File: src/rtl/polyphase_pkg.sv
// Shared types and width helpers for the polyphase coefficient loader family.
package polyphase_pkg;

  localparam int unsigned DEF_NUMBER_TAPS       = 32;
  localparam int unsigned DEF_RATE_CHANGE       = 8;
  localparam int unsigned DEF_COEFFICIENT_WIDTH = 16;
  localparam int unsigned DEF_C_AXI_DATA_WIDTH  = 32;

  typedef enum logic [2:0] {
    IDLE,
    FILL,
    FLUSH,
    RST,
    WRITE,
    DONE
  } loader_state_e;

  // SUB_LENGTH: sub-taps per polyphase branch
  function automatic int unsigned sub_length(input int unsigned taps, input int unsigned rate);
    return taps / rate;
  endfunction

  // TAP_CNT_W: counter able to hold 0..n inclusive
  function automatic int unsigned tap_cnt_w(input int unsigned n);
    return $clog2(n + 1);
  endfunction

  // PHASE_W and friends: index into 0..n-1, never narrower than one bit
  function automatic int unsigned index_w(input int unsigned n);
    return (n > 1) ? $clog2(n) : 1;
  endfunction

endpackage

File: src/rtl/polyphase_coeff_loader_if.sv
// Coefficient stream in and coefficient write channel out of the loader.
interface polyphase_coeff_loader_if #(
  parameter int unsigned COEFFICIENT_WIDTH = 16,
  parameter int unsigned C_AXI_DATA_WIDTH  = 32
);

  logic [COEFFICIENT_WIDTH-1:0]  s_coeff_tdata;
  logic                          s_coeff_tvalid;
  logic                          s_coeff_tready;
  logic                          s_coeff_tlast;

  logic                          m_coeffs_wvalid;
  logic                          m_coeffs_wready;
  logic [C_AXI_DATA_WIDTH-1:0]   m_coeffs_wdata;
  logic [C_AXI_DATA_WIDTH/8-1:0] m_coeffs_wstrb;

  // loader side
  modport slave (
    input  s_coeff_tdata, s_coeff_tvalid, s_coeff_tlast, m_coeffs_wready,
    output s_coeff_tready, m_coeffs_wvalid, m_coeffs_wdata, m_coeffs_wstrb
  );

  // coefficient source / filter side
  modport master (
    output s_coeff_tdata, s_coeff_tvalid, s_coeff_tlast, m_coeffs_wready,
    input  s_coeff_tready, m_coeffs_wvalid, m_coeffs_wdata, m_coeffs_wstrb
  );

endinterface

File: src/rtl/polyphase_coeff_order.sv
// Maps (phase, sub-tap) write counters to a prototype coefficient index.
module polyphase_coeff_order
  import polyphase_pkg::*;
#(
  parameter int unsigned NUMBER_TAPS      = 32,
  parameter int unsigned RATE_CHANGE      = 8,
  parameter int unsigned REVERSE_SUB_TAPS = 1,
  localparam int unsigned SUB_LENGTH      = sub_length(NUMBER_TAPS, RATE_CHANGE),
  localparam int unsigned PHASE_W         = index_w(RATE_CHANGE),
  localparam int unsigned SUB_W           = index_w(SUB_LENGTH),
  localparam int unsigned ADDR_W          = index_w(NUMBER_TAPS)
) (
  input  logic [PHASE_W-1:0] phase,
  input  logic [SUB_W-1:0]   sub,
  output logic [ADDR_W-1:0]  idx
);

  logic [31:0] row;

  always_comb begin
    row = (REVERSE_SUB_TAPS != 0) ? (SUB_LENGTH - 1 - 32'(sub)) : 32'(sub);
    idx = ADDR_W'(row * RATE_CHANGE + 32'(phase));
  end

endmodule

File: src/rtl/polyphase_coeff_loader.sv
// Buffers a prototype filter, then replays it into the interpolating polyphase
// filter in branch order while holding that filter in reset.
module polyphase_coeff_loader
  import polyphase_pkg::*;
#(
  parameter int unsigned NUMBER_TAPS       = DEF_NUMBER_TAPS,
  parameter int unsigned RATE_CHANGE       = DEF_RATE_CHANGE,
  parameter int unsigned COEFFICIENT_WIDTH = DEF_COEFFICIENT_WIDTH,
  parameter int unsigned C_AXI_DATA_WIDTH  = DEF_C_AXI_DATA_WIDTH,
  parameter int unsigned REVERSE_SUB_TAPS  = 1,
  parameter int unsigned RESET_CYCLES      = 4
) (
  input  logic                    aclk,
  input  logic                    aresetn,
  polyphase_coeff_loader_if.slave bus,
  output logic                    filter_aresetn,
  output logic                    busy,
  output logic                    load_done,
  output logic                    load_error
);

  localparam int unsigned SUB_LENGTH = sub_length(NUMBER_TAPS, RATE_CHANGE);
  localparam int unsigned TAP_CNT_W  = tap_cnt_w(NUMBER_TAPS);
  localparam int unsigned PHASE_W    = index_w(RATE_CHANGE);
  localparam int unsigned SUB_W      = index_w(SUB_LENGTH);
  localparam int unsigned ADDR_W     = index_w(NUMBER_TAPS);
  localparam int unsigned RST_W      = tap_cnt_w(RESET_CYCLES);

  loader_state_e state_q, state_d;

  logic [TAP_CNT_W-1:0]        in_cnt_q, k_q;
  logic [RST_W-1:0]            rst_cnt_q;
  logic [PHASE_W-1:0]          p_q;
  logic [SUB_W-1:0]            j_q;
  logic                        tready_q, frst_q, error_q, wvalid_q;
  logic [C_AXI_DATA_WIDTH-1:0] wdata_q;
  logic [ADDR_W-1:0]           wr_addr, rd_addr;
  logic                        beat, fill_end, issue, final_hs;
  logic                        store, err_set, err_clr;

  logic signed [COEFFICIENT_WIDTH-1:0] buf_q [NUMBER_TAPS];

  assign beat     = bus.s_coeff_tvalid & tready_q;
  assign fill_end = (in_cnt_q == TAP_CNT_W'(NUMBER_TAPS - 1));
  assign issue    = (state_q == WRITE) && (!wvalid_q || bus.m_coeffs_wready) &&
                    (k_q != TAP_CNT_W'(NUMBER_TAPS));
  // k has already run past the last write, so this handshake closes the load
  assign final_hs = (state_q == WRITE) && wvalid_q && bus.m_coeffs_wready &&
                    (k_q == TAP_CNT_W'(NUMBER_TAPS));
  assign wr_addr  = (state_q == IDLE) ? '0 : in_cnt_q[ADDR_W-1:0];

  polyphase_coeff_order #(
    .NUMBER_TAPS      (NUMBER_TAPS),
    .RATE_CHANGE      (RATE_CHANGE),
    .REVERSE_SUB_TAPS (REVERSE_SUB_TAPS)
  ) u_order (
    .phase (p_q),
    .sub   (j_q),
    .idx   (rd_addr)
  );

  always_comb begin
    state_d = state_q;
    store   = 1'b0;
    err_set = 1'b0;
    err_clr = 1'b0;
    case (state_q)
      IDLE: begin
        if (beat) begin
          store = 1'b1;
          if (bus.s_coeff_tlast) begin
            err_set = 1'b1;
          end else begin
            err_clr = 1'b1;
            state_d = FILL;
          end
        end
      end
      FILL: begin
        if (beat) begin
          store = 1'b1;
          if (fill_end) begin
            err_set = !bus.s_coeff_tlast;
            state_d = bus.s_coeff_tlast ? RST : FLUSH;
          end else if (bus.s_coeff_tlast) begin
            err_set = 1'b1;
            state_d = IDLE;
          end
        end
      end
      FLUSH: if (beat && bus.s_coeff_tlast) state_d = IDLE;
      RST:   if (rst_cnt_q == RST_W'(RESET_CYCLES - 1)) state_d = WRITE;
      WRITE: if (final_hs) state_d = DONE;
      DONE:  state_d = IDLE;
      default: state_d = IDLE;
    endcase
  end

  // tready and filter reset are registered from state_d so both are 0 under reset
  always_ff @(posedge aclk or negedge aresetn) begin
    if (!aresetn) begin
      state_q  <= IDLE;
      tready_q <= 1'b0;
      frst_q   <= 1'b0;
      error_q  <= 1'b0;
    end else begin
      state_q  <= state_d;
      tready_q <= state_d inside {IDLE, FILL, FLUSH};
      frst_q   <= !(state_d inside {RST, WRITE});
      if (err_set)      error_q <= 1'b1;
      else if (err_clr) error_q <= 1'b0;
    end
  end

  always_ff @(posedge aclk or negedge aresetn) begin
    if (!aresetn) begin
      in_cnt_q  <= '0;
      rst_cnt_q <= '0;
      k_q       <= '0;
      p_q       <= '0;
      j_q       <= '0;
      wvalid_q  <= 1'b0;
      wdata_q   <= '0;
    end else begin
      if (store) in_cnt_q <= (state_q == IDLE) ? TAP_CNT_W'(1) : in_cnt_q + 1'b1;
      rst_cnt_q <= (state_q == RST) ? rst_cnt_q + 1'b1 : '0;
      if (state_q != WRITE) begin
        k_q <= '0;
        p_q <= '0;
        j_q <= '0;
      end else if (issue) begin
        k_q <= k_q + 1'b1;
        if (p_q == PHASE_W'(RATE_CHANGE - 1)) begin
          p_q <= '0;
          j_q <= (j_q == SUB_W'(SUB_LENGTH - 1)) ? '0 : j_q + 1'b1;
        end else begin
          p_q <= p_q + 1'b1;
        end
      end
      if (issue) begin
        wvalid_q <= 1'b1;
        wdata_q  <= C_AXI_DATA_WIDTH'(buf_q[rd_addr]);
      end else if (bus.m_coeffs_wready) begin
        wvalid_q <= 1'b0;
      end
    end
  end

  always_ff @(posedge aclk) begin
    if (store) buf_q[wr_addr] <= bus.s_coeff_tdata;
  end

  assign bus.s_coeff_tready  = tready_q;
  assign bus.m_coeffs_wvalid = wvalid_q;
  assign bus.m_coeffs_wdata  = wdata_q;
  assign bus.m_coeffs_wstrb  = wvalid_q ? '1 : '0;
  assign filter_aresetn      = frst_q;
  assign busy                = (state_q != IDLE);
  assign load_done           = (state_q == DONE);
  assign load_error          = error_q;

endmodule

File: src/flat_wrapper.sv
// flat-port wrapper written by rule: the top's interface ports become plain ports
module polyphase_coeff_loader_flat import polyphase_pkg::*;
#(
  parameter int unsigned NUMBER_TAPS       = DEF_NUMBER_TAPS,
  parameter int unsigned RATE_CHANGE       = DEF_RATE_CHANGE,
  parameter int unsigned COEFFICIENT_WIDTH = DEF_COEFFICIENT_WIDTH,
  parameter int unsigned C_AXI_DATA_WIDTH  = DEF_C_AXI_DATA_WIDTH,
  parameter int unsigned REVERSE_SUB_TAPS  = 1,
  parameter int unsigned RESET_CYCLES      = 4
)
  (aclk, aresetn, filter_aresetn, busy, load_done, load_error, bus_s_coeff_tdata, bus_s_coeff_tvalid, bus_s_coeff_tlast, bus_m_coeffs_wready, bus_s_coeff_tready, bus_m_coeffs_wvalid, bus_m_coeffs_wdata, bus_m_coeffs_wstrb);
  polyphase_coeff_loader_if #(.COEFFICIENT_WIDTH(COEFFICIENT_WIDTH), .C_AXI_DATA_WIDTH(C_AXI_DATA_WIDTH)) bus_i ();
  input  logic aclk;
  input  logic aresetn;
  output logic filter_aresetn;
  output logic busy;
  output logic load_done;
  output logic load_error;
  input wire logic [$bits(bus_i.s_coeff_tdata)-1:0] bus_s_coeff_tdata;
  input wire logic [$bits(bus_i.s_coeff_tvalid)-1:0] bus_s_coeff_tvalid;
  input wire logic [$bits(bus_i.s_coeff_tlast)-1:0] bus_s_coeff_tlast;
  input wire logic [$bits(bus_i.m_coeffs_wready)-1:0] bus_m_coeffs_wready;
  output wire logic [$bits(bus_i.s_coeff_tready)-1:0] bus_s_coeff_tready;
  output wire logic [$bits(bus_i.m_coeffs_wvalid)-1:0] bus_m_coeffs_wvalid;
  output wire logic [$bits(bus_i.m_coeffs_wdata)-1:0] bus_m_coeffs_wdata;
  output wire logic [$bits(bus_i.m_coeffs_wstrb)-1:0] bus_m_coeffs_wstrb;
  assign bus_i.s_coeff_tdata = bus_s_coeff_tdata;
  assign bus_i.s_coeff_tvalid = bus_s_coeff_tvalid;
  assign bus_i.s_coeff_tlast = bus_s_coeff_tlast;
  assign bus_i.m_coeffs_wready = bus_m_coeffs_wready;
  assign bus_s_coeff_tready = bus_i.s_coeff_tready;
  assign bus_m_coeffs_wvalid = bus_i.m_coeffs_wvalid;
  assign bus_m_coeffs_wdata = bus_i.m_coeffs_wdata;
  assign bus_m_coeffs_wstrb = bus_i.m_coeffs_wstrb;
  polyphase_coeff_loader #(.NUMBER_TAPS(NUMBER_TAPS), .RATE_CHANGE(RATE_CHANGE), .COEFFICIENT_WIDTH(COEFFICIENT_WIDTH), .C_AXI_DATA_WIDTH(C_AXI_DATA_WIDTH), .REVERSE_SUB_TAPS(REVERSE_SUB_TAPS), .RESET_CYCLES(RESET_CYCLES)) u_core (.aclk(aclk), .aresetn(aresetn), .bus(bus_i), .filter_aresetn(filter_aresetn), .busy(busy), .load_done(load_done), .load_error(load_error));
endmodule
File: config.mk
export PLATFORM = sky130hd
export DESIGN_NAME = polyphase_coeff_loader_flat
export DESIGN_NICKNAME = d
export VERILOG_FILES = /design/src/rtl/polyphase_pkg.sv /design/src/rtl/polyphase_coeff_loader_if.sv /design/src/rtl/polyphase_coeff_order.sv /design/src/rtl/polyphase_coeff_loader.sv /design/src/flat_wrapper.sv
export SDC_FILE = /design/constraint.sdc
export NUM_CORES = 1
export LEC_CHECK = 0
export CAP_MARGIN = 20
export CORE_UTILIZATION = 55
export CTS_CLUSTER_DIAMETER = 150
export CTS_CLUSTER_SIZE = 16
export DETAILED_ROUTE_END_ITERATION = 16
export GPL_TIMING_DRIVEN = 0
export HOLD_SLACK_MARGIN = 0.15
export MAX_ROUTING_LAYER = met4
export PLACE_DENSITY = 0.8
export SLEW_MARGIN = 20
export SYNTH_ARGS = -nofsm -noshare
export SYNTH_HDL_FRONTEND = slang
export SYNTH_HIERARCHICAL = 1
export SYNTH_SLANG_ARGS = --single-unit
File: constraint.sdc
create_clock -name aclk -period 3.1 [get_ports aclk]
set_input_delay 0.62 -clock aclk [delete_from_list [all_inputs] [get_ports aclk]]
set_output_delay 0.62 -clock aclk [all_outputs]
set_load 0.02 [all_outputs]
run_1/port_trees.png
Scale: 2 px per um.
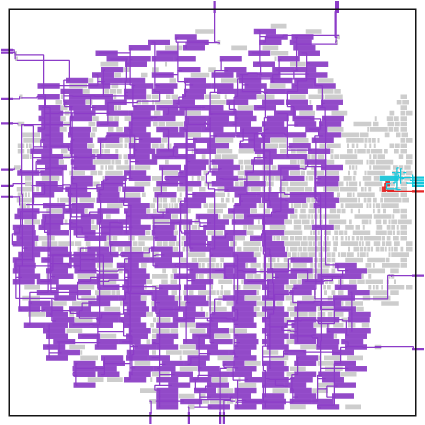
[bus_m_coeffs_wstrb] cyan | bits: 4 | direction: output | edge: east | end cells: 1 | wire: 66.1 um
[bus_s_coeff_tdata] purple | bits: 16 | direction: input | edge: 7 west, 4 south, 3 north, 2 east | end cells: 512 | wire: 5790 um
[bus_m_coeffs_wready] red | bits: 1 | direction: input | edge: east | end cells: 2 | wire: 23.2 um

run_1/clock_nets.png
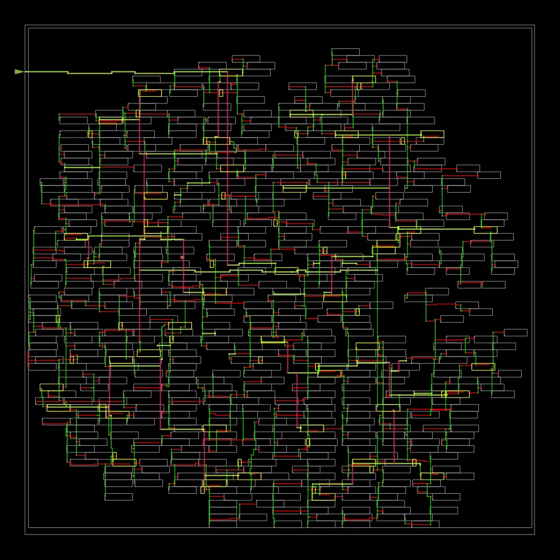
clock sinks: 555
tally of clock buffers in the finished layout: 71
clk ins delay skew pair: 550 ps
worst setup skew after layout: 28.2 ps
clock network power: 4.85 mW

run_1/class_map.png
Scale: 1.5 px per um.
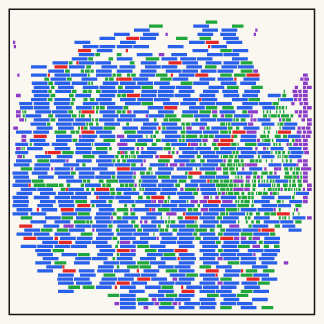
[clock drivers and dummy loads] red | cells: 72
[registers] blue | cells: 555
[remaining buffers and delay cells] purple | cells: 174
[remaining logic cells] green | cells: 525

==> impl_table.tex, run 1 <==
% Table of physical implementation metrics
\begin{tabular}{lr}
\hline
Metric & Value \\
\hline
\multicolumn{2}{l}{\textbf{Cells and area}} \\
Multi-input logic area & approximately 5200 um\^{}2 \\
Proportion of cell area occupied by multi-input gates & 0.209 \\
Fraction of layout cells with a size suffix above 1 & 0.208 \\
Top class by area & registers \\
Final net count & 1325 \\
Flop area & around 16000 um\^{}2 \\
Non-clock inverter count in the final layout & 8 \\
Final non-clock buffer share & 0.0621 \\
Finished layout cell area & 25100 um\^{}2 \\
Number of buffers outside the clock class in the layout & $\sim$170 \\
Sequential cell count & about 560 \\
\multicolumn{2}{l}{\textbf{Min path}} \\
Worst Hold Endpoint & u\_core/rst\_cnt\_q[0] \\
Classification of the worst-slack hold path & flop to flop \\
\multicolumn{2}{l}{\textbf{Global routing}} \\
Antenna violations before repair & 0 \\
GR Layer Usage met1 & 0.367 \\
Met2 demand-to-capacity share in global routing & 0.416 \\
Global route overflow & 0 \\
Wire length of the first global-routing pass & a little under 80000 um \\
Global-route total usage across every layer & 0.274 \\
Via count of the first global-routing pass & around 12k \\
Largest net degree at the start of global routing & 33 \\
Global-route met3 utilization & 0.0546 \\
\multicolumn{2}{l}{\textbf{Setup path}} \\
Worst path bufs/invs & 2 \\
Arrival time reported for the critical path endpoint & approximately 3300 ps \\
Endpoint of the most critical register-to-register path & u\_core/buf\_q[11][13] \\
Slowest-stage cell, CP & sky130\_fd\_sc\_hd\_\_nor2\_2 \\
Crit Reg-Reg Startpoint & u\_core/state\_q[2] \\
\multicolumn{2}{l}{\textbf{Synthesis}} \\
Top-count cell post-synth & sky130\_fd\_sc\_hd\_\_edfxtp\_1 \\
Syn Area/Cell & about 19 um\^{}2 \\
Sequential fraction of the synthesis area & 0.744 \\
Top FF cell, synth & sky130\_fd\_sc\_hd\_\_edfxtp\_1 \\
Post-synth ARST share & 0.0775 \\
Number of warnings printed during yosys synthesis & 6 \\
Number of distinct library cell variants in the gate-level netlist after synthesis & just under 60 \\
Yosys stat area & between 20000 and 25000 um\^{}2 \\
Post-synth top cells & 512 x sky130\_fd\_sc\_hd\_\_edfxtp\_1, 92 x sky130\_fd\_sc\_hd\_\_mux4\_2, 79 x sky130\_fd\_sc\_hd\_\_mux2i\_1, 62 x sky130\_fd\_sc\_hd\_\_nor2\_1, 43 x sky130\_fd\_sc\_hd\_\_dfrtp\_1 \\
\multicolumn{2}{l}{\textbf{STA}} \\
Final hold slack & 443 ps \\
Final count of negative-setup-slack endpoints & 0 \\
Slew @ Worst Pin & around 1100 ps \\
Fin. Hold Viols & 0 \\
Period utilisation layout & 0.991 \\
Final slew viol count & 0 \\
\multicolumn{2}{l}{\textbf{Drt}} \\
DR pass1 iterations & 5 \\
Antenna Violating Nets Remaining & 0 \\
Count of vias placed by the detailed router & around 12k \\
Vias per inst & roughly 6.6 \\
Mean routed wirelength per cell & about 29 um \\
\multicolumn{2}{l}{\textbf{Place}} \\
Weighted congestion at the end of routability-driven global placement & 0.919 \\
Placed cell areas & between 20000 and 25000 um\^{}2 \\
\multicolumn{2}{l}{\textbf{Floorplanning}} \\
Core Rows & 73 \\
Total die area & 41000 um\^{}2 \\
Starting Density & 0.557 \\
Boundary Pins & around 63 \\
Core Region & 39700 um\^{}2 \\
Well-Tap Cells & between 500 and 600 \\
\multicolumn{2}{l}{\textbf{Run}} \\
\# Max-Cap Violations & 0 \\
\multicolumn{2}{l}{\textbf{Status}} \\
Run status & completed \\
\multicolumn{2}{l}{\textbf{Clock tree}} \\
Clock tree from TritonCTS & yes \\
Number of buffers on the longest clock path & 3 \\
Register clock-pin slew on the reported worst setup and hold paths & approximately 80 ps \\
\multicolumn{2}{l}{\textbf{Power and ir drop}} \\
Fraction of power spent switching nets & 0.203 \\
IR drop worst, VDD & around 470 uV \\
Clock share of power & 0.353 \\
Share of total power in combinational logic & 0.039 \\
Sequential group share of total power & 0.608 \\
Pwr dens & 547 nW/um\^{}2 \\
Sw Pwr & 2.79 mW \\
\hline
\end{tabular}
-- run 1: routing by layer --
layer  wire (um)  vias up
met5           0        -
met4        2370        0
met3        6130      171
met2       25200      847
met1       19800     6210
li1            -     4946
-- run 1: power by group through the flow --
stage	sequential, mW	combinational (mW)	clock, mW
after CTS	8.35	0.514	4.91
final	8.35	0.532	4.85
after floorplan	8.50	0.221	0
after global placement	8.51	0.440	0
after global routing	8.35	0.564	5.17
after detailed placement	8.51	0.508	0
-- run 1: layout by cell type (no fill, tap or decap), types with 11 or more instances in the layout --
cell,n
sky130_fd_sc_hd__mux2i_1,79
sky130_fd_sc_hd__clkbuf_1,50
sky130_fd_sc_hd__clkbuf_16,41
sky130_fd_sc_hd__a22oi_1,34
sky130_fd_sc_hd__edfxtp_1,512
sky130_fd_sc_hd__dfrtp_1,43
sky130_fd_sc_hd__clkdlybuf4s50_1,53
sky130_fd_sc_hd__nor2_2,13
sky130_fd_sc_hd__buf_12,12
sky130_fd_sc_hd__buf_2,26
sky130_fd_sc_hd__a31oi_1,15
sky130_fd_sc_hd__nor2_1,31
sky130_fd_sc_hd__nand2_1,41
sky130_fd_sc_hd__nand3_1,11
sky130_fd_sc_hd__nor2b_1,12
sky130_fd_sc_hd__mux4_2,92
sky130_fd_sc_hd__a21oi_1,22
sky130_fd_sc_hd__buf_4,30
sky130_fd_sc_hd__nor2_4,19
sky130_fd_sc_hd__buf_6,17
-- run 1: timing repair --
item / 4_1_cts / 5_1_grt
endpoints found under the setup margin: 26 / 219
gates resized: 4 / 9
endpoints found under the hold margin: 19 / 0
pin swaps: 0 / 6
hold buffers: 1 / 0
buffers inserted: 0 / 7
-- run 1: logic make-up (layout without fill, tap and decap cells) --
| group | after synthesis | in the layout | synth area share |
|---|---|---|---|
| multiplexers | 181 | 181 | 0.136 |
| buffers and inverters | 92 | 254 | 0.0281 |
| flip-flops | 555 | 555 | 0.744 |
| adder cells (fa/ha/maj) | 8 | 8 | 0.00453 |
| AND-OR/OR-AND | 137 | 137 | 0.0445 |
| XOR/XNOR | 4 | 4 | 0.00158 |
| AND/OR/NAND/NOR | 187 | 187 | 0.0415 |
-- run 1: metrics by stage --
stage | total power, mW | instances | utilization | worst slack (ps) | TNS [ps]
after global placement | 8.95 | 1751 | 0.589 | -1660 | -495500
after CTS | 13.8 | 1844 | 0.628 | -47.4 | -460
after detailed placement | 9.02 | 1772 | 0.599 | -572 | -159000
after floorplan | 8.72 | 1164 | - | 109 | 0
final | 13.7 | 1851 | 0.631 | 26.6 | 0
after global routing | 14.1 | 1851 | 0.631 | -38.8 | -658
-- run 1: state kept, by name (all words and copies together), names as in the netlist --
register,flops
u_core/bus.m_coeffs_wdata,16
u_core/in_cnt_q,6
u_core/p_q,3
u_core/load_error,1
u_core/j_q,2
u_core/filter_aresetn,1
u_core/state_q,3
u_core/rst_cnt_q,3
u_core/buf_q,512
u_core/k_q,6
u_core/bus.m_coeffs_wvalid,1
u_core/bus.s_coeff_tready,1
run_1/m3.png
Scale: 2 px per um. Cells faint in the background.
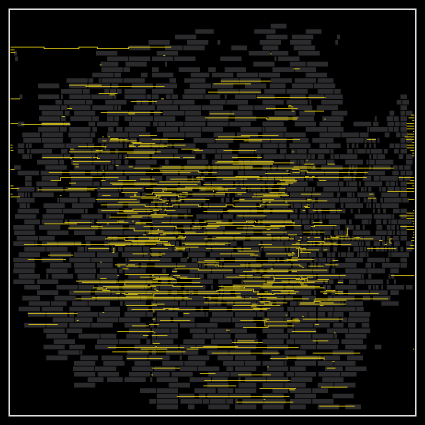

==> run 2: changes to the inputs <==
- SLEW_MARGIN: 20 -> unset
run_2/m3.png
Scale: 2 px per um. Cells faint in the background.
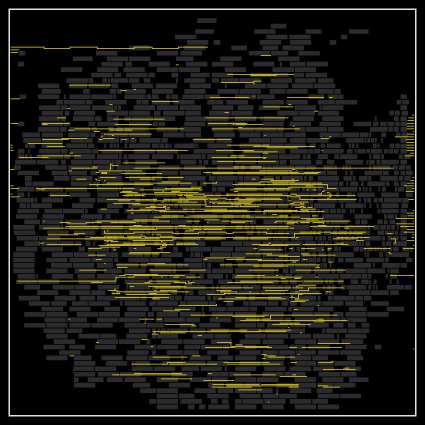
longest straight run: 130 um
main direction: horizontal
share of all routed wire: 11%
nets with wire on the layer: 264
wire length on this layer: 6010 um

run_2/clock_nets.png
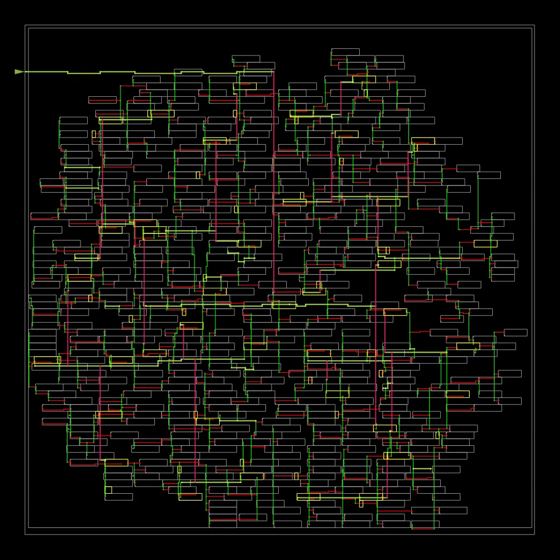
clock buffer count from CTS: 40
sequential cell count: 555
worst setup skew after layout: 16.5 ps
clock network power: 4.91 mW
tally of clock buffers in the finished layout: 69

==> impl_table.tex, run 2 <==
% Table of physical implementation metrics
\begin{tabular}{lr}
\hline
Metric & Value \\
\hline
\multicolumn{2}{l}{\textbf{Status}} \\
Run status & complete, but fails checks \\
Violated checks & negative setup slack \\
\multicolumn{2}{l}{\textbf{STA}} \\
Period utilisation layout & 1.01 \\
Fin. Hold Viols & 0 \\
Final setup margin & -37.0 ps \\
Final count of negative-setup-slack endpoints & 32 \\
RSZ-0062 raised after global routing & yes \\
Slew @ Worst Pin & roughly 1100 ps \\
Final slew viol count & 0 \\
\multicolumn{2}{l}{\textbf{Synthesis}} \\
Post-synth ARST share & 0.0775 \\
Yosys stat area & approximately 22000 um\^{}2 \\
Number of distinct library cell variants in the gate-level netlist after synthesis & between 50 and 60 \\
\# Cells Yosys & about 1.2k \\
Flops after synth & roughly 560 \\
Top FF cell, synth & sky130\_fd\_sc\_hd\_\_edfxtp\_1 \\
Post-synth top cells & 512 x sky130\_fd\_sc\_hd\_\_edfxtp\_1, 92 x sky130\_fd\_sc\_hd\_\_mux4\_2, 79 x sky130\_fd\_sc\_hd\_\_mux2i\_1, 62 x sky130\_fd\_sc\_hd\_\_nor2\_1, 43 x sky130\_fd\_sc\_hd\_\_dfrtp\_1 \\
Syn Area/Cell & 19.0 um\^{}2 \\
Top-count cell post-synth & sky130\_fd\_sc\_hd\_\_edfxtp\_1 \\
Syn Inst Count & between 1k and 1.5k \\
Sequential fraction of the synthesis area & 0.744 \\
Number of warnings printed during yosys synthesis & 6 \\
\multicolumn{2}{l}{\textbf{Clock tree}} \\
Clk ins delay skew pair & 560 ps \\
Clock sinks & 555 \\
Number of buffers on the longest clock path & 3 \\
Clock tree from TritonCTS & yes \\
Register clock-pin slew on the reported worst setup and hold paths & roughly 70 ps \\
\multicolumn{2}{l}{\textbf{Cells and area}} \\
Finished layout cell area & $\sim$25000 um\^{}2 \\
Number of cells in the finished layout apart from fillers & about 1.9k \\
Final net count & $\sim$1.3k \\
Highest-count logic cell in the final layout & sky130\_fd\_sc\_hd\_\_edfxtp\_1 \\
Utilization after layout & 0.641 \\
Top cells excl fill/tap & 512 x sky130\_fd\_sc\_hd\_\_edfxtp\_1, 92 x sky130\_fd\_sc\_hd\_\_mux4\_2, 79 x sky130\_fd\_sc\_hd\_\_mux2i\_1, 61 x sky130\_fd\_sc\_hd\_\_clkdlybuf4s50\_1, 47 x sky130\_fd\_sc\_hd\_\_clkbuf\_1 \\
Max reg flops & roughly 500 \\
Fraction of layout cells with a size suffix above 1 & 0.212 \\
Top register by number of flip-flops & u\_core/buf\_q \\
\multicolumn{2}{l}{\textbf{Place}} \\
Worst setup timing slack at the placement stage & -487 ps \\
Placed cell areas & between 20000 and 25000 um\^{}2 \\
Weighted congestion at the end of routability-driven global placement & 0.919 \\
Number of input and output port buffers inserted & between 60 and 70 \\
Post-Place Cells & 1782 \\
\multicolumn{2}{l}{\textbf{Power and ir drop}} \\
Pwr dens & approximately 540 nW/um\^{}2 \\
IR drop worst, VDD & between 700 and 800 uV \\
\multicolumn{2}{l}{\textbf{Global routing}} \\
Largest net degree at the start of global routing & 34 \\
Wire length of the first global-routing pass & 79000 um \\
Antenna violations before repair & 0 \\
Global route overflow & 0 \\
Global-route total usage across every layer & 0.277 \\
Via count of the first global-routing pass & 12.3k \\
\multicolumn{2}{l}{\textbf{Floorplanning}} \\
Core Rows & roughly 73 \\
Boundary Pins & 63 \\
Core Region & slightly below 40000 um\^{}2 \\
Total die area & $\sim$40000 um\^{}2 \\
Die span in x & just over 200 um \\
Vertical die dimension & around 200 um \\
Starting Density & 0.557 \\
\multicolumn{2}{l}{\textbf{Drt}} \\
Vias per inst & about 6.5 \\
DR pass1 iterations & 6 \\
Detailed Route WL & between 50000 and 60000 um \\
Mean routed wirelength per cell & $\sim$29 um \\
Count of vias placed by the detailed router & approximately 12k \\
Antenna Violating Nets Remaining & 0 \\
\multicolumn{2}{l}{\textbf{Setup path}} \\
Arrival time reported for the critical path endpoint & approximately 3400 ps \\
Endpoint type of the worst setup path & flop \\
\multicolumn{2}{l}{\textbf{Run}} \\
\# Max-Cap Violations & 0 \\
\multicolumn{2}{l}{\textbf{Min path}} \\
Classification of the worst-slack hold path & flop to flop \\
\hline
\end{tabular}
-- run 2: cell types whose count changed in the layout (fill, tap and decap cells not counted), moves of 8 or more --
| cell | before | now |
|---|---|---|
| sky130_fd_sc_hd__clkdlybuf4s50_1 | 53 | 61 |
| sky130_fd_sc_hd__buf_2 | 26 | 18 |
| sky130_fd_sc_hd__nor2_4 | 19 | 5 |
| sky130_fd_sc_hd__buf_6 | 17 | 8 |
| sky130_fd_sc_hd__buf_8 | 8 | 23 |
| sky130_fd_sc_hd__nor2_2 | 13 | 27 |
| sky130_fd_sc_hd__buf_16 | 0 | 14 |
-- run 2: cell type report --
cell class,count,area (um^2)
clock inverters,3,25.0
flip-flops and latches,555,16500
repair buffers,104,1430
clock buffers,69,1130
diodes,1,2.50
fillers,2564,14300
inverters,8,30.0
multi-input cells,517,5160
plain buffers,82,588
well taps,525,657
-- run 2: where the power goes --
part           leakage, nW  internal (mW)  switching (mW)  total, mW
logic                 2.31          0.189           0.378      0.567
registers             5.19           8.31          0.0464       8.35
clock network        0.548           2.49            2.42       4.91
-- run 2: through the flow --
step / hold WS (ps) / power (mW) / setup TNS [ps]
floorplan: 324 / 8.72 / 0
global placement: 425 / 8.95 / -495500
detailed placement: 443 / 9.04 / -112840
CTS: 453 / 13.8 / 0
global route: 465 / 14.2 / -11400
finish: 446 / 13.8 / -601
-- run 2: final timing paths --
check	depth (start not counted)	from	to
worst min register to register	1	u_core/rst_cnt_q[0]	u_core/rst_cnt_q[0]
worst min-delay path	1	u_core/rst_cnt_q[0]	u_core/rst_cnt_q[0]
max in group asynchronous	3	aresetn	u_core/bus.m_coeffs_wdata[11]
worst max register to register	5	u_core/state_q[2]	u_core/buf_q[6][13]
worst max-delay path	5	u_core/state_q[2]	u_core/buf_q[6][13]
min in group asynchronous	2	aresetn	u_core/load_error
-- run 2: routing by layer --
layer,global-route usage,vias up,routed length [um]
li1,-,4972,-
met1,0.362,6195,20100
met2,0.425,839,25800
met3,0.0591,173,6010
met4,0.120,0,2440
met5,-,-,0
-- run 2: critical path: stages, from the launching register on --
cell and delay [ps]:
sky130_fd_sc_hd__dfrtp_1 360, sky130_fd_sc_hd__clkbuf_1 200, sky130_fd_sc_hd__nor3_2 530, sky130_fd_sc_hd__nand4b_1 740
sky130_fd_sc_hd__nor2_2 760, sky130_fd_sc_hd__buf_16 230
-- run 2: cell families (layout without fill, tap and decap cells) --
group	after synthesis	in the layout	synth area share
compound gates	137	137	0.0445
other cells	0	1	0
simple gates	187	187	0.0415
buf+inv	92	266	0.0281
mux	181	181	0.136
flops	555	555	0.744
fa+ha+maj	8	8	0.00453
xor+xnor	4	4	0.00158
-- run 2: what timing repair did --
action	CTS	global route
endpoints found under the setup margin	27	130
endpoints found under the hold margin	10	0
hold buffers	1	0
setup buffers	0	0
gates resized	3	10
run_2/clock_wires.png
Scale: 2 px per um.
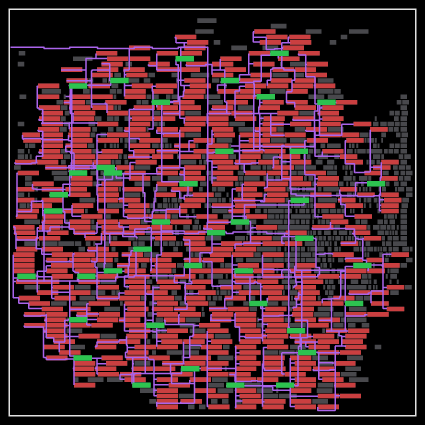

==> run 3: changes to the inputs <==
- PLACE_DENSITY: 0.8 -> 0.77
- TNS_END_PERCENT: unset -> 100
- clock period: 3.1 -> 3.2 ns (I/O delays scaled with it)
run_3/clock_wires.png
Scale: 2 px per um.
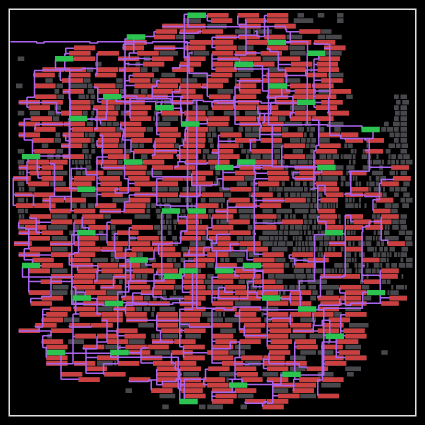
[flip-flops] red | count: 555
[clock wires] purple | length: 5720 um
[clock-net drivers] green | count: 40
flops lie: all over the die
worst setup skew after layout: 18.8 ps
clk ins delay skew pair: 570 ps
clock network power: 4.78 mW

==> impl_table.tex, run 3 <==
% Table of physical implementation metrics
\begin{tabular}{lr}
\hline
Metric & Value \\
\hline
\multicolumn{2}{l}{\textbf{Place}} \\
Number of input and output port buffers inserted & between 60 and 70 \\
Weighted congestion at the end of routability-driven global placement & $\sim$0.86 \\
Placed cell areas & 24000 um\^{}2 \\
\multicolumn{2}{l}{\textbf{Setup path}} \\
Number of cells traversed by the worst register-to-register path & 5 \\
Endpoint type of the worst setup path & flop \\
Endpoint of the most critical register-to-register path & u\_core/buf\_q[26][6] \\
Crit Reg-Reg Startpoint & u\_core/state\_q[2] \\
\multicolumn{2}{l}{\textbf{Power and ir drop}} \\
Share of total power in combinational logic & 0.040 \\
IR drop worst, VDD & just under 500 uV \\
Clock share of power & 0.357 \\
Sw Pwr & about 2.8 mW \\
Cell internal power dissipation & approximately 11 mW \\
Fraction of power spent switching nets & 0.205 \\
Pwr dens & approximately 530 nW/um\^{}2 \\
\multicolumn{2}{l}{\textbf{Drt}} \\
Count of vias placed by the detailed router & approximately 12k \\
Detailed Route WL & 52300 um \\
Antenna Violating Nets Remaining & 0 \\
Mean routed wirelength per cell & approximately 28 um \\
Vias per inst & roughly 6.5 \\
\multicolumn{2}{l}{\textbf{Cells and area}} \\
Finished layout cell area & roughly 25000 um\^{}2 \\
Highest-count logic cell in the final layout & sky130\_fd\_sc\_hd\_\_edfxtp\_1 \\
Final net count & between 1k and 1.5k \\
Utilization after layout & 0.641 \\
Top register by number of flip-flops & u\_core/buf\_q \\
Fraction of layout cells with a size suffix above 1 & 0.213 \\
Top cells excl fill/tap & 512 x sky130\_fd\_sc\_hd\_\_edfxtp\_1, 92 x sky130\_fd\_sc\_hd\_\_mux4\_2, 79 x sky130\_fd\_sc\_hd\_\_mux2i\_1, 61 x sky130\_fd\_sc\_hd\_\_clkdlybuf4s50\_1, 49 x sky130\_fd\_sc\_hd\_\_clkbuf\_1 \\
Diode count & 0 \\
Max reg flops & a little over 500 \\
\multicolumn{2}{l}{\textbf{Run}} \\
\# Max-Cap Violations & 0 \\
Tally of OpenROAD warnings & 28 \\
\multicolumn{2}{l}{\textbf{Synthesis}} \\
Synth logic family & multiplexers \\
Top FF cell, synth & sky130\_fd\_sc\_hd\_\_edfxtp\_1 \\
Number of warnings printed during yosys synthesis & 6 \\
Post-synthesis share of cell area spent on full adders, half adders and majority gates & 0.00453 \\
Complex Gates by Area & 0.0445 \\
Yosys stat area & between 20000 and 25000 um\^{}2 \\
Flops after synth & 555 \\
\# Cells Yosys & between 1k and 1.5k \\
And+or+nand+nor area frac & 0.0415 \\
Syn Inst Count & 1164 \\
Sequential fraction of the synthesis area & 0.744 \\
MUX area fraction & 0.136 \\
Post-synth ARST share & 0.0775 \\
Post-synth top cells & 512 x sky130\_fd\_sc\_hd\_\_edfxtp\_1, 92 x sky130\_fd\_sc\_hd\_\_mux4\_2, 79 x sky130\_fd\_sc\_hd\_\_mux2i\_1, 62 x sky130\_fd\_sc\_hd\_\_nor2\_1, 43 x sky130\_fd\_sc\_hd\_\_dfrtp\_1 \\
Top-count cell post-synth & sky130\_fd\_sc\_hd\_\_edfxtp\_1 \\
Area contributors post-synth & sky130\_fd\_sc\_hd\_\_edfxtp\_1 70\%, sky130\_fd\_sc\_hd\_\_mux4\_2 9.4\%, sky130\_fd\_sc\_hd\_\_dfrtp\_1 4.9\%, sky130\_fd\_sc\_hd\_\_mux2i\_1 3.6\%, sky130\_fd\_sc\_hd\_\_a22oi\_1 1.2\% \\
Xor/xnor share of the synthesized area & 0.00158 \\
Number of distinct library cell variants in the gate-level netlist after synthesis & between 50 and 60 \\
\multicolumn{2}{l}{\textbf{Global routing}} \\
Wire length of the first global-routing pass & $\sim$77000 um \\
Largest net degree at the start of global routing & 34 \\
Antenna violations before repair & 0 \\
Via count of the first global-routing pass & between 10k and 15k \\
Global-route total usage across every layer & 0.270 \\
Global route overflow & 0 \\
\multicolumn{2}{l}{\textbf{STA}} \\
Final slew viol count & 0 \\
Slew @ Worst Pin & $\sim$1100 ps \\
Final count of negative-setup-slack endpoints & 14 \\
Period utilisation layout & 1.01 \\
Final setup margin & -20.8 ps \\
Fin. Hold Viols & 0 \\
RSZ-0062 raised after global routing & yes \\
\multicolumn{2}{l}{\textbf{Clock tree}} \\
Number of buffers on the longest clock path & 3 \\
Clock sinks & 555 \\
Clock buffer count from CTS & around 40 \\
Setup Fix Bufs, Post-CTS & 0 \\
Register clock-pin slew on the reported worst setup and hold paths & 70 ps \\
\multicolumn{2}{l}{\textbf{Floorplanning}} \\
Vertical die dimension & about 200 um \\
Core Region & roughly 40000 um\^{}2 \\
Starting Density & 0.557 \\
Core Rows & about 73 \\
Die span in x & about 200 um \\
\multicolumn{2}{l}{\textbf{Min path}} \\
Worst Hold Endpoint & u\_core/rst\_cnt\_q[0] \\
Classification of the worst-slack hold path & flop to flop \\
\multicolumn{2}{l}{\textbf{Status}} \\
Violated checks & negative setup slack \\
Run status & complete, but fails checks \\
\hline
\end{tabular}
run_3/m3.png
Scale: 2 px per um. Cells faint in the background.
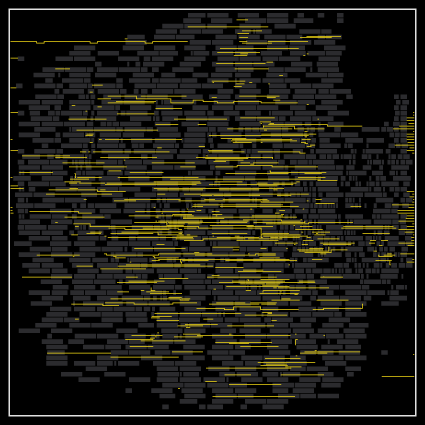
nets with wire on the layer: 245
share of all routed wire: 11%
longest straight run: 75.0 um
main direction: horizontal

==> run 3: cell counts after synthesis <==
Identical to the previous run, type by type.
==> run 3: worst max-delay path, cell delays in order <==
cell and delay (ps):
sky130_fd_sc_hd__clkdlybuf4s50_1 480, sky130_fd_sc_hd__nand2_1 120, sky130_fd_sc_hd__nor3_2 490, sky130_fd_sc_hd__nand4b_1 670, sky130_fd_sc_hd__nor2_2 830, sky130_fd_sc_hd__buf_8 250
==> run 3: layer usage <==
| metal | vias to the layer above | track usage | part of all wire |
|---|---|---|---|
| met2 | 768 | 0.404 | 0.47 |
| li1 | 4998 | - | - |
| met5 | - | - | 0 |
| met4 | 0 | 0.0994 | 0.035 |
| met3 | 125 | 0.0594 | 0.11 |
| met1 | 6209 | 0.367 | 0.38 |
==> run 3: final cells by class <==
type,count,area (um^2)
Tap cell,525,657
Clock inverter,3,25.0
Inverter,8,30.0
Multi-Input combinational cell,517,5130
Buffer,84,597
Sequential cell,555,16500
Fill cell,2664,14300
Timing Repair Buffer,107,1430
Clock buffer,71,1140
==> run 3: logic make-up (layout without fill, tap and decap cells) <==
kind of cell	Yosys count	in the layout
flops	555	555
simple gates	187	187
mux	181	181
compound gates	137	137
buf+inv	92	273
fa+ha+maj	8	8
xor+xnor	4	4
==> run 3: power by group through the flow <==
stage / Sequential [mW] / Combinational [mW] / Clock, mW
floorplan: 8.24 / 0.214 / 0
global placement: 8.25 / 0.428 / 0
detailed placement: 8.25 / 0.498 / 0
CTS: 8.09 / 0.501 / 4.86
global route: 8.09 / 0.570 / 5.12
finish: 8.08 / 0.538 / 4.78
==> run 3: repair_timing <==
item,4_1_cts,5_1_grt
gates resized,2,7
endpoints found under the hold margin,10,0
hold buffers,1,0
endpoints found under the setup margin,2,47
==> run 3: how the worst max path moves through the flow <==
stage,from,endpoint,slack (ps),depth (start not counted)
finish,bus_s_coeff_tvalid,u_core/buf_q[26][6],-20,6
global route,u_core/state_q[2],u_core/buf_q[26][2],-70,5
CTS,u_core/state_q[0],load_done,30,4
detailed placement,bus_s_coeff_tvalid,u_core/buf_q[26][12],-510,6
global placement,bus_s_coeff_tvalid,u_core/buf_q[24][11],-1820,5
floorplan,u_core/state_q[0],u_core/buf_q[24][0],210,6
==> run 3: per-stage QoR <==
step	hold WS (ps)	total power, mW	instances	TNS (ps)
5_1_grt	473	13.8	1870	-1540
3_3_place_gp	422	8.67	1751	-473210
6_report	434	13.4	1870	-150
3_5_place_dp	433	8.75	1785	-109390
4_1_cts	443	13.4	1860	0
2_1_floorplan	344	8.45	1164	0
No activity file was given, so power comes from the tool's default toggle rates.
